===== config.mk =====
export PLATFORM = sky130hd
export DESIGN_NAME = jt900h_wrctl
export DESIGN_NICKNAME = d
export VERILOG_FILES = /design/src/rtl/jt900h_wrctl.sv
export SDC_FILE = /design/constraint.sdc
export NUM_CORES = 1
export LEC_CHECK = 0
export ABC_AREA = 1
export CORE_MARGIN = 2
export CORE_UTILIZATION = 55
export CTS_CLUSTER_SIZE = 24
export DETAILED_ROUTE_END_ITERATION = 8
export PLACE_DENSITY = 0.85
export SKIP_LAST_GASP = 1
export SLEW_MARGIN = 20
export SYNTH_ARGS = -nofsm -noshare
export SYNTH_HDL_FRONTEND = slang
export SYNTH_SLANG_ARGS = --single-unit

===== constraint.sdc =====
create_clock -name clk -period 4.01 [get_ports clk]
set_clock_uncertainty 0.05 [all_clocks]
set_input_delay 0.6015 -clock clk [delete_from_list [all_inputs] [get_ports clk]]
set_output_delay 0.6015 -clock clk [all_outputs]
set_load 0.01 [all_outputs]

===== src/rtl/jt900h_wrctl.sv =====
// JT900H store controller: splits byte/word/long stores into 16-bit RAM write beats.
// Define JT900H_WRBUF_EN to add a one-entry request buffer for back-to-back stores.
module jt900h_wrctl #(
    parameter int AW = 24
) (
    input  logic          clk,
    input  logic          rst,
    input  logic          cen,
    input  logic          wr_en,
    input  logic [AW-1:0] wr_addr,
    input  logic [31:0]   wr_data,
    input  logic [1:0]    wr_size,
    output logic          wr_ack,
    output logic          busy,
    output logic          wr_done,
    output logic [AW-1:0] ram_waddr,
    output logic [15:0]   ram_din,
    output logic [1:0]    ram_we
);

    typedef enum logic {IDLE, WRITE} state_t;

    state_t        state_q, state_d;
    logic [47:0]   sreg_q, sreg_d;
    logic [5:0]    msk_q, msk_d;
    logic [AW-1:0] wa_q, wa_d;
    logic          ack_q, ack_d;
    logic          busy_q, busy_d;
    logic          done_q, done_d;
    logic [AW-1:0] waddr_q, waddr_d;
    logic [15:0]   din_q, din_d;
    logic [1:0]    we_q, we_d;

    // Request that would be loaded into the beat registers this cycle
    logic [AW-1:0] rq_addr;
    logic [31:0]   rq_data;
    logic [1:0]    rq_size;
    logic [3:0]    size_mask;
    logic [47:0]   ld_sreg;
    logic [5:0]    ld_msk;
    logic [AW-1:0] ld_wa;

`ifdef JT900H_WRBUF_EN
    logic          buf_v_q, buf_v_d;
    logic [AW-1:0] buf_addr_q, buf_addr_d;
    logic [31:0]   buf_data_q, buf_data_d;
    logic [1:0]    buf_size_q, buf_size_d;

    assign rq_addr = buf_v_q ? buf_addr_q : wr_addr;
    assign rq_data = buf_v_q ? buf_data_q : wr_data;
    assign rq_size = buf_v_q ? buf_size_q : wr_size;
`else
    assign rq_addr = wr_addr;
    assign rq_data = wr_data;
    assign rq_size = wr_size;
`endif

    always_comb begin
        case (rq_size)
            2'd0:    size_mask = 4'b0001;
            2'd1:    size_mask = 4'b0011;
            2'd2:    size_mask = 4'b1111;
            default: size_mask = 4'b0000;  // reserved size: one silent beat
        endcase
    end

    // Odd addresses push every byte up one lane
    assign ld_sreg = rq_addr[0] ? {8'b0, rq_data, 8'b0} : {16'b0, rq_data};
    assign ld_msk  = rq_addr[0] ? {1'b0, size_mask, 1'b0} : {2'b0, size_mask};
    assign ld_wa   = {rq_addr[AW-1:1], 1'b0};

    // NOTE: every variable gets a default before the case so no path leaves one
    // unassigned; an unassigned path would infer a latch.
    always_comb begin
        state_d = state_q;
        sreg_d  = sreg_q;
        msk_d   = msk_q;
        wa_d    = wa_q;
        ack_d   = 1'b0;
        busy_d  = busy_q;
        done_d  = 1'b0;
        waddr_d = waddr_q;
        din_d   = din_q;
        we_d    = 2'b00;
`ifdef JT900H_WRBUF_EN
        buf_v_d    = buf_v_q;
        buf_addr_d = buf_addr_q;
        buf_data_d = buf_data_q;
        buf_size_d = buf_size_q;
`endif
        case (state_q)
            IDLE: begin
                busy_d = 1'b0;
                // busy_q still high means the cycle right after the last beat
                if (wr_en && !busy_q) begin
                    ack_d   = 1'b1;
                    busy_d  = 1'b1;
                    sreg_d  = ld_sreg;
                    msk_d   = ld_msk;
                    wa_d    = ld_wa;
                    state_d = WRITE;
                end
            end
            WRITE: begin
                waddr_d = wa_q;
                din_d   = sreg_q[15:0];
                we_d    = msk_q[1:0];
                sreg_d  = sreg_q >> 16;
                msk_d   = msk_q >> 2;
                wa_d    = wa_q + AW'(2);
                if (msk_q[5:2] == 4'd0) begin
                    done_d  = 1'b1;
                    state_d = IDLE;
`ifdef JT900H_WRBUF_EN
                    if (buf_v_q || wr_en) begin
                        ack_d   = !buf_v_q;
                        buf_v_d = 1'b0;
                        sreg_d  = ld_sreg;
                        msk_d   = ld_msk;
                        wa_d    = ld_wa;
                        state_d = WRITE;
                    end
                end else if (wr_en && !buf_v_q) begin
                    ack_d      = 1'b1;
                    buf_v_d    = 1'b1;
                    buf_addr_d = wr_addr;
                    buf_data_d = wr_data;
                    buf_size_d = wr_size;
`endif
                end
            end
            default: state_d = IDLE;
        endcase
    end

    // NOTE: sequential state uses non-blocking assignments so every register
    // samples the pre-edge values, independent of statement order.
    always_ff @(posedge clk) begin
        if (rst) begin
            state_q <= IDLE;
            sreg_q  <= '0;
            msk_q   <= '0;
            wa_q    <= '0;
            ack_q   <= 1'b0;
            busy_q  <= 1'b0;
            done_q  <= 1'b0;
            waddr_q <= '0;
            din_q   <= '0;
            we_q    <= '0;
`ifdef JT900H_WRBUF_EN
            buf_v_q    <= 1'b0;
            buf_addr_q <= '0;
            buf_data_q <= '0;
            buf_size_q <= '0;
`endif
        end else if (cen) begin
            state_q <= state_d;
            sreg_q  <= sreg_d;
            msk_q   <= msk_d;
            wa_q    <= wa_d;
            ack_q   <= ack_d;
            busy_q  <= busy_d;
            done_q  <= done_d;
            waddr_q <= waddr_d;
            din_q   <= din_d;
            we_q    <= we_d;
`ifdef JT900H_WRBUF_EN
            buf_v_q    <= buf_v_d;
            buf_addr_q <= buf_addr_d;
            buf_data_q <= buf_data_d;
            buf_size_q <= buf_size_d;
`endif
        end
    end

    assign wr_ack    = ack_q;
    assign busy      = busy_q;
    assign wr_done   = done_q;
    assign ram_waddr = waddr_q;
    assign ram_din   = din_q;
    assign ram_we    = we_q;

endmodule


Fig. 1: run 1, drive-strength map
Scale: 4 px per µm.
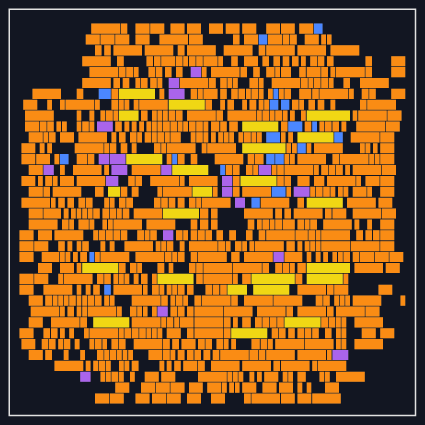
colour	size	cells	share	most used
purple	x3 and x4	20	2.4%	buf_4
blue	x2	20	2.4%	inv_2
yellow	x6 and larger	24	2.9%	clkbuf_16
orange	x1 and smaller	767	92%	nand2_1
final setup slack of the worst path: 1.68 ns
Buffers excl. clock: 113

Fig. 2: run 1, sequential cells grouped by signal name
Scale: 4 px per µm. Other sequential cells in the stronger grey, the rest of the logic in the fainter grey.
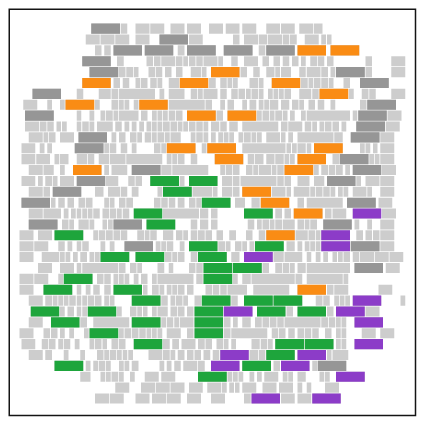
colour	signal	sequential cells
purple	ram_din	16
orange	wa_q	23
green	sreg_q	40
sequential-cell power consumption: 1.26 mW
final core occ: 0.741
FF/Latch Area: 2260 µm²
sequential share of cell area: 0.332

==> out/qor.yml, run 1 <==
final_layout:
  clock_area_frac: 0.0919
  combAreaFraction: 0.375
  final_cell_mix: "nand2_1 (150), dfxtp_1 (113), o21ai_0 (111)"
  n_clock_buffer: 20
  layout-drive-gt1-share: 0.0770
  final_nets: 883
  final_cells: 942
  synthesis_to_layout_area_growth_pct: 31.2
  layout.nonclk_buf_frac: 0.163
  nFillCells: 683
  largest_class: "logic gates"
  logic_area_um2: 2560
  antenna_cells_inserted: 0
  nNonClkInverters: 32
  final_cell_area_um2: 6820
timing:
  final-max-slew-violation-count: 0
  rsz0062_at_grt: "no"
  setup_viol_count_final: 0
  finalHoldViolations: 0
  timing.fmax_ghz: 0.429
  tightestPinTransition_ns: 0.947
floorplanning:
  core_area_um2: 9200
  fp.dieW_um: 101
  floorplan.io_pins: 107
  floorplan.rows: 35
logic_synthesis:
  synth.top_cells.by_area: "dfxtp_1 (44%), nand2_1 (11%), o21ai_0 (11%)"
  synthesis.area_um2: 5200
  post-synth-top-count-cell: "nand2_1"
  synth_stat.cells: 739
  yosys_area_um2: 5200
  yosysWarnings: 0
  yosysUniqueCellTypes: 36
  syn_avg_cell_area_um2: 7.03
  numSynthFlops: 113
  synth_cells: 739
  async_reset_ff_frac: 0
  yosys.stat.seqShare: 0.435
  yosys.area_share.xor_xnor: 0.00337
  synthAoiAreaFrac: 0.219
  synthDominantCellAreaShare: 0.435
  synthAdderAreaFrac: 0.00722
  largest_area_cell: "dfxtp_1"
clock_tree:
  h-tree-depth: 4
  post-cts-setup-buffer-count: 0
  clk_transition_reported_paths_ns: 0.06
  tritoncts: "done"
  root_buffer: "clkbuf_8"
  clock_tree.buffer_depth: 2
  clkSinkCount: 113
  clk_latency_ns: 0.51
  post_cts_resize_count: 0
  post_cts_hold_buffer_count: 0
critical_path:
  startpoint_type: "flip-flop"
  crit_path_end_kind: "flip-flop"
  worst_setup_path_endpoint: "state_q"
  r2r_setup_slack_ns: 1.68
  crit-reg2reg-launch: "state_q"
  worstPathCellList: "buf_4, inv_2, nor2_1, inv_1, nor4_1, a211oi_1"
  critical_path.reg2reg.endpoint: "state_q"
  cp.required_ns: 4.31
  worst-r2r-cell-count: 6
detailed_routing:
  via_per_inst: 5.90
  topRoutingLayerUsed: "met4"
  drc: 0
  met1Wirelength_um: 6180
  met3RoutedLength_um: 1310
  met2_wirelength_um: 6960
  drt_iter0_markers: 518
  drt_pre_antenna_iters: 6
  drt.antenna.violating_nets: 0
status:
  status: "finished, final reports clean"
grt:
  antenna_found_initial: 0
  overflow: 0
  globalRouteTotalUtil: 0.295
  global_route_wire_length_before_repair_um: 24100
  grt_most_used_layer: "met2"
placed_design:
  dpl.cell_count: 910
  placed_area_um2: 6190
  gp_congestion: 0.923
  port_buffers: 105
  place_ws_ns: 1.08
pwr:
  static-leakage-power_nw: 2.57
  vdd_ir_drop_max_v: 0.000293
  power.total_mw: 3.27
min_path:
  hold_path_startpoint: "sreg_q[29]"
  timing.hold.worst.class: "flip-flop to flip-flop"
  timing.hold.worst_endpoint: "sreg_q[29]"
flow_run:
  maxCapViolCount: 0
  warning_count: 27
Fig. 3: run 1, metal 2
Scale: 4 px per µm.
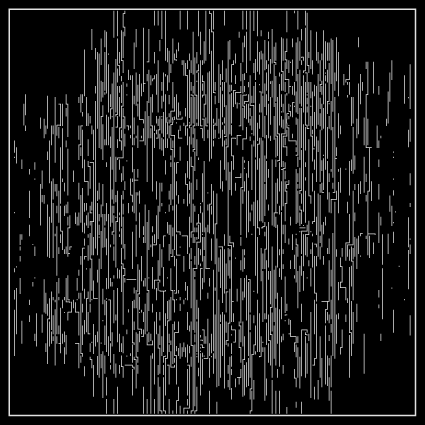
nets with wire on the layer	754
main direction	vertical
longest straight run	39.1 µm
wire length reported by the detailed router: 14800 µm
global routing met2 resource utilization: 0.482
routed vias: 5561

-- run 1: flip-flops by register name, indices dropped and copies added (netlist names) --
signal / flops
busy: 1
wr_done: 1
msk_q: 5
ram_din: 16
ram_waddr: 23
state_q: 1
wa_q: 23
ram_we: 2
sreg_q: 40
wr_ack: 1
-- run 1: critical path, delay by kind of cell, from the launching register on --
kind | cells | cell delay (ns)
buf+inv | 3 | 1.08
simple gates | 2 | 0.54
flops | 1 | 0.37
compound gates | 1 | 0.08
-- run 1: power breakdown --
group	total, mW	internal, mW	switching (mW)
combinational	0.431	0.183	0.248
clock	1.57	1.04	0.529
sequential	1.26	1.20	0.0592
total	3.27	2.43	0.836
Fig. 4: run 1, track usage over the die
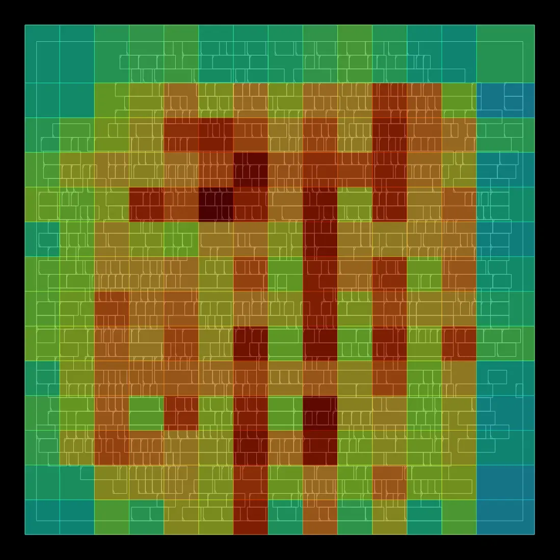

==> run 2, diff against run 1 <==
--- a/config.mk
+++ b/config.mk
@@ -7,10 +7,10 @@
 export LEC_CHECK = 0
 export ABC_AREA = 1
 export CORE_MARGIN = 2
-export CORE_UTILIZATION = 55
+export CORE_UTILIZATION = 51
 export CTS_CLUSTER_SIZE = 24
 export DETAILED_ROUTE_END_ITERATION = 8
-export PLACE_DENSITY = 0.85
+export PLACE_DENSITY = 0.8
 export SKIP_LAST_GASP = 1
 export SLEW_MARGIN = 20
 export SYNTH_ARGS = -nofsm -noshare
==> constraint.sdc (replaced) <==
create_clock -name clk -period 2.2 [get_ports clk]
set_clock_uncertainty 0.05 [all_clocks]
set_input_delay 0.33 -clock clk [delete_from_list [all_inputs] [get_ports clk]]
set_output_delay 0.33 -clock clk [all_outputs]
set_load 0.01 [all_outputs]
Fig. 5: run 2, track usage over the die
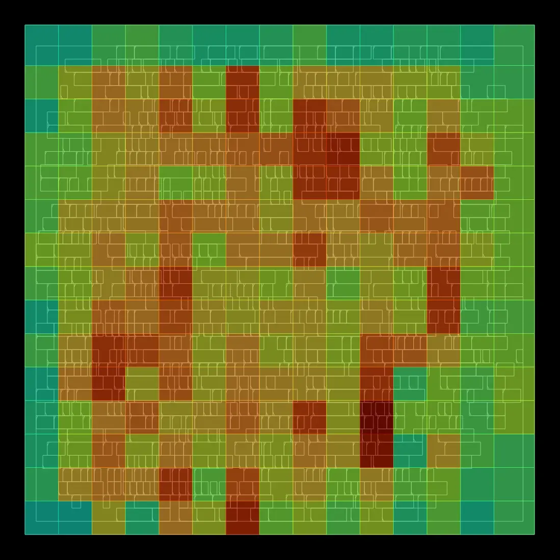
global routing met3 resource utilization: 0.0574
met1 Use GR: 0.379
highest-utilization routing layer at the global route stage: met2

Fig. 6: run 2, zoomed window
Window x 40 to 65, y 40 to 65 µm. Cells in grey, sequential cells in the stronger grey; small squares are vias.
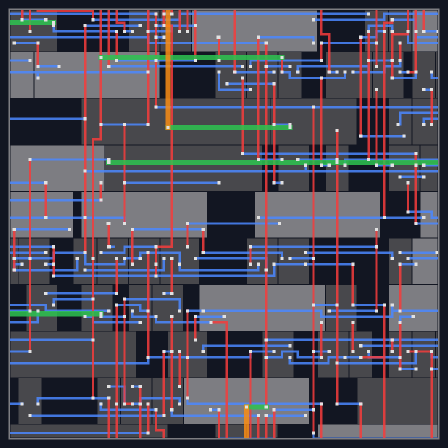
colour	layer
red	M2
green	M3
orange	M4
blue	M1
netlist names of flops here include	sreg_q (5), wa_q (2)
sequential cells in the window	8
most frequent	o21ai_0 (9), dfxtp_1 (8), nand2_1 (7)
cells with their middle in the window	53

==> run 2 against run 1 <==
Effect of this change: via count down 4.3%; highest routed layer unchanged; hold slack worse by 0.046 ns; synthesized cell count unchanged.
==> out/qor.yml, run 2 <==
final_layout:
  layout-drive-gt1-share: 0.0803  # +0.00332
  nNonClkInverters: 32  # unchanged
  combAreaFraction: 0.369  # -0.00597
  utilization: 0.706  # -0.0358
  n_clock_buffer: 20  # unchanged
  nonClockBufferCount: 116  # +2.7%
  final_cell_area_um2: 6930  # +1.6%
  final_cell_mix: "nand2_1 (150), dfxtp_1 (113), o21ai_0 (111)"
  clock_area_frac: 0.0919  # about the same
  antenna_cells_inserted: 0  # unchanged
  registers.top_by_ff_count: "sreg_q"
  nFillCells: 816  # +19%
  logic_area_um2: 2560  # unchanged
  largest_class: "logic gates"
  final_nets: 886  # +0.34%
  ff_count: 113
  layout.nonclk_buf_frac: 0.171  # +0.00788
pwr:
  p_sw_frac: 0.255  # -0.00117
  vdd_ir_drop_max_v: 0.000437  # +49%
  pwr.group.sequential_mw: 2.30  # +83%
  pwr-share-clk: 0.485  # +0.003
  power_switching_mw: 1.53  # +83%
  power.group.top: "clock"
  p_int_mw: 4.48  # +84%
  power_clock_mw: 2.91  # +85%
  static-leakage-power_nw: 2.60  # +1.3%
  combinationalPowerShare: 0.131  # about the same
  fraction_of_power_consumed_by_sequential_logic: 0.383  # -0.004
min_path:
  hold_path_startpoint: "wr_data[31]"
  timing.hold.worst_endpoint: "sreg_q[39]"
  timing.hold.worst.class: "input pin to flip-flop"
critical_path:
  worst-r2r-cell-count: 8  # +2
  crit-reg2reg-launch: "wa_q[10]"
  r2r_setup_slack_ns: 0.47  # -1.21 ns
  cp.required_ns: 1.82  # -2.49 ns
  crit_buf_inv: 1  # -2
  worst_setup_path_endpoint: "ram_din[0]"
  crit_path_end_kind: "output port"
  worstSetupPathDepth: 1  # -5
  critical_path.reg2reg.endpoint: "wa_q[22]"
  startpoint_type: "flip-flop"
logic_synthesis:
  async_reset_ff_frac: 0  # unchanged
  yosysUniqueCellTypes: 36  # unchanged
  yosys.stat.seqShare: 0.435  # unchanged
  synth_cells: 739  # unchanged
  synthesis.area_um2: 5200  # unchanged
  post-synth-top-count-cell: "nand2_1"
  synth.top_cells.by_area: "dfxtp_1 (44%), nand2_1 (11%), o21ai_0 (11%)"
  synth_stat.cells: 739  # unchanged
  numSynthFlops: 113  # unchanged
  synthDominantCellAreaShare: 0.435  # unchanged
grt:
  antenna_found_initial: 0  # unchanged
  overflow: 0  # unchanged
  grt_use_met2: 0.413  # -0.0692
  globalRouteTotalUtil: 0.270  # -0.0249
timing:
  final-max-slew-violation-count: 0  # unchanged
  final_critical_path_setup_slack_ns: 0.389  # -1.29 ns
  timing.fmax_ghz: 0.552
  finalHoldViolations: 0  # unchanged
  setup_viol_count_final: 0  # unchanged
  rsz0062_at_grt: "no"
  tightestPinTransition_ns: 0.556  # -0.392 ns
clock_tree:
  post-cts-setup-buffer-count: 0  # unchanged
  post_cts_hold_buffer_count: 0  # unchanged
  tritoncts: "done"
  h-tree-depth: 4  # unchanged
  clk_latency_ns: 0.52  # about the same
  clkSinkCount: 113  # unchanged
  root_buffer: "clkbuf_8"
  clock_tree.buffer_depth: 2  # unchanged
  clk_transition_reported_paths_ns: 0.06  # about the same
detailed_routing:
  vias: 5321  # -4.3%
  met2_wirelength_um: 6520  # -6.4%
  drt_iter0_markers: 510  # -1.5%
  met3RoutedLength_um: 1010  # -23%
  drt_pre_antenna_iters: 5  # -1
  met1Wirelength_um: 6720  # +8.8%
  drt.antenna.violating_nets: 0  # unchanged
  topRoutingLayerUsed: "met4"
  via_per_inst: 5.50  # -6.8%
  drc: 0  # unchanged
status:
  status: "finished, final reports clean"
floorplanning:
  floorplan.rows: 36  # +2.9%
  floorplan.io_pins: 107  # unchanged
  core_area_um2: 9820  # +6.8%
  fp.dieW_um: 105  # +3.7%
flow_run:
  warning_count: 27  # unchanged
placed_design:
  gp_congestion: 0.845  # -8.5%
  place_ws_ns: 0.203  # -0.880 ns
  port_buffers: 105  # unchanged
## run 2: through the flow
stage | power, mW | cells
6_report | 6.01 | 967
5_1_grt | 6.22 | 967
4_1_cts | 6.01 | 967
3_5_place_dp | 3.12 | 935
3_3_place_gp | 3.09 | 935
2_1_floorplan | 2.78 | 739
## run 2: kinds of logic (layout without fill, tap and decap cells)
family | Yosys count | after routing | share of synthesized area
other | 1 | 1 | 0.000722
buffers and inverters | 85 | 180 | 0.0722
DFF | 113 | 113 | 0.435
AOI/OAI and AO/OA | 221 | 221 | 0.219
xor gates and xnor gates | 2 | 2 | 0.00337
adders and majority gates | 3 | 3 | 0.00722
and+or+nand+nor | 314 | 314 | 0.262
Fig. 7: run 2, drive-strength map
Scale: 4 px per µm.
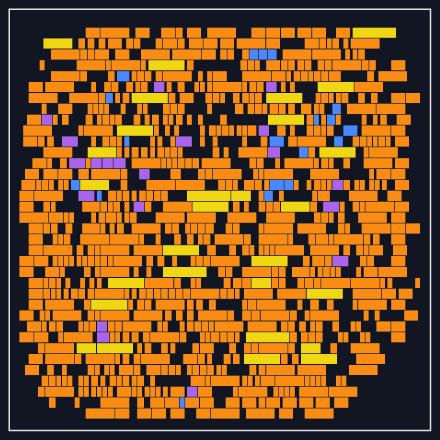

==> run 3, diff against run 2 <==
==> constraint.sdc (replaced) <==
create_clock -name clk -period 1.7 [get_ports clk]
set_clock_uncertainty 0.05 [all_clocks]
set_input_delay 0.255 -clock clk [delete_from_list [all_inputs] [get_ports clk]]
set_output_delay 0.255 -clock clk [all_outputs]
set_load 0.01 [all_outputs]
Fig. 8: run 3, drive-strength map
Scale: 4 px per µm.
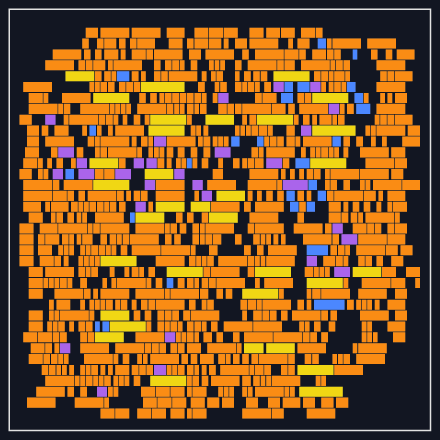
colour	size	cells	share
purple	x3 and x4	30	3.5%
blue	x2	27	3.2%
orange	x1 and smaller	764	89%
yellow	x6 and larger	33	3.9%
synthesis-to-layout area growth: 37.5%
Buffers excl. clock: 136
final standard cell area without fillers: 7150 µm²

==> run 3 against run 2 <==
Effect of this change: via count is 4.2% higher; total power grew 25%; synthesized area stayed put; critical path depth increased by 7; core utilization up 2.2 points; sequential power increased by about 30%; die size unchanged; register-to-register slack got worse by 0.47 ns; critical path type is now flip-flop to flip-flop; critical endpoint is now wa_q[11].
==> out/qor.yml, run 3 <==
status:
  status: "finished, final reports clean"
final_layout:
  final_cell_mix: "nand2_1 (149), dfxtp_1 (112), o21ai_0 (110)"
  nNonClkInverters: 32  # unchanged
  layout-drive-gt1-share: 0.105  # +0.0251
  registers.top_by_ff_count: "sreg_q"
  largest_class: "logic gates"
  combAreaFraction: 0.362  # -0.00699
  nFillCells: 824  # +0.98%
  n_clock_buffer: 22  # +10%
  layout.nonclk_buf_frac: 0.200  # +0.0290
detailed_routing:
  drt.antenna.violating_nets: 0  # unchanged
  drc: 0  # unchanged
  met1Wirelength_um: 6570  # -2.2%
  via_per_inst: 5.62  # +2.1%
min_path:
  timing.hold.worst.class: "input pin to flip-flop"
  timing.hold.worst_endpoint: "wa_q[1]"
  hold_path_startpoint: "wr_addr[1]"
pwr:
  power_switching_mw: 1.93  # +26%
  pwr-share-clk: 0.460  # -0.025
  p_sw_frac: 0.256  # +0.00163
logic_synthesis:
  synthesis.area_um2: 5200  # unchanged
  synth.comb.largest_family: "simple AND/OR/NAND/NOR gates"
  post-synth-top-count-cell: "nand2_1"
  synthDominantCellAreaShare: 0.435  # unchanged
  synth_stat.cells: 739  # unchanged
  synthAoiAreaFrac: 0.219  # unchanged
clock_tree:
  clock_tree.buffer_depth: 2  # unchanged
  h-tree-depth: 4  # unchanged
  clkSinkCount: 113  # unchanged
  clk_transition_reported_paths_ns: 0.06  # about the same
  post_cts_hold_buffer_count: 0  # unchanged
floorplanning:
  core_area_um2: 9820  # unchanged
  floorplan.io_pins: 107  # unchanged
placed_design:
  gp_congestion: 0.928  # +9.7%
critical_path:
  worst-r2r-cell-count: 8  # unchanged
  worstSetupPathDepth: 8  # +7
  crit_buf_inv: 0  # -1
  worst_setup_path_endpoint: "wa_q[11]"
  startpoint_type: "flip-flop"
flow_run:
  warning_count: 28  # +3.7%
grt:
  overflow: 0  # unchanged
timing:
  final_critical_path_setup_slack_ns: 0.00361  # -0.386 ns
Fig. 9: run 3, track usage over the die
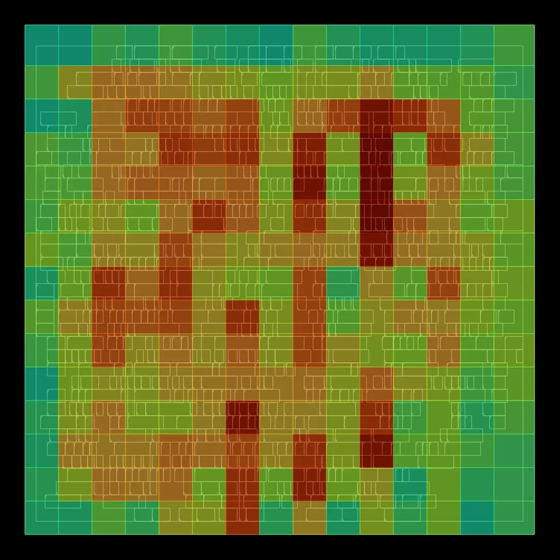
met1 Use GR: 0.367
Tot GR Track Use: 0.273
global routing met2 resource utilization: 0.433
global routing met3 resource utilization: 0.0611

[run 3: cell types whose count changed in the layout (fill, tap and decap cells not counted), sizes merged]
cell,previous run,this run
clkdlybuf4s50,105,61
dlygate4sd2,0,31
buf,11,31
dlymetal6s2s,0,13
clkinvlp,4,1
clkbuf,20,22
clkinv,5,7
bufinv,4,3
[run 3: per-stage QoR]
stage	utilization	std cells	total power, mW
6_report	0.728	987	7.53
5_1_grt	0.728	987	7.81
4_1_cts	0.721	987	7.53
3_5_place_dp	0.666	955	4.12
3_3_place_gp	0.666	955	4.09
2_1_floorplan	-	739	3.60
[run 3: tightest hold or removal path: stages]
cell and delay, ns:
clkdlybuf4s50_1 0.41, nand2_1 0.07, a31oi_1 0.07
Power figures rest on the tool's default switching activity, not on a simulated workload.
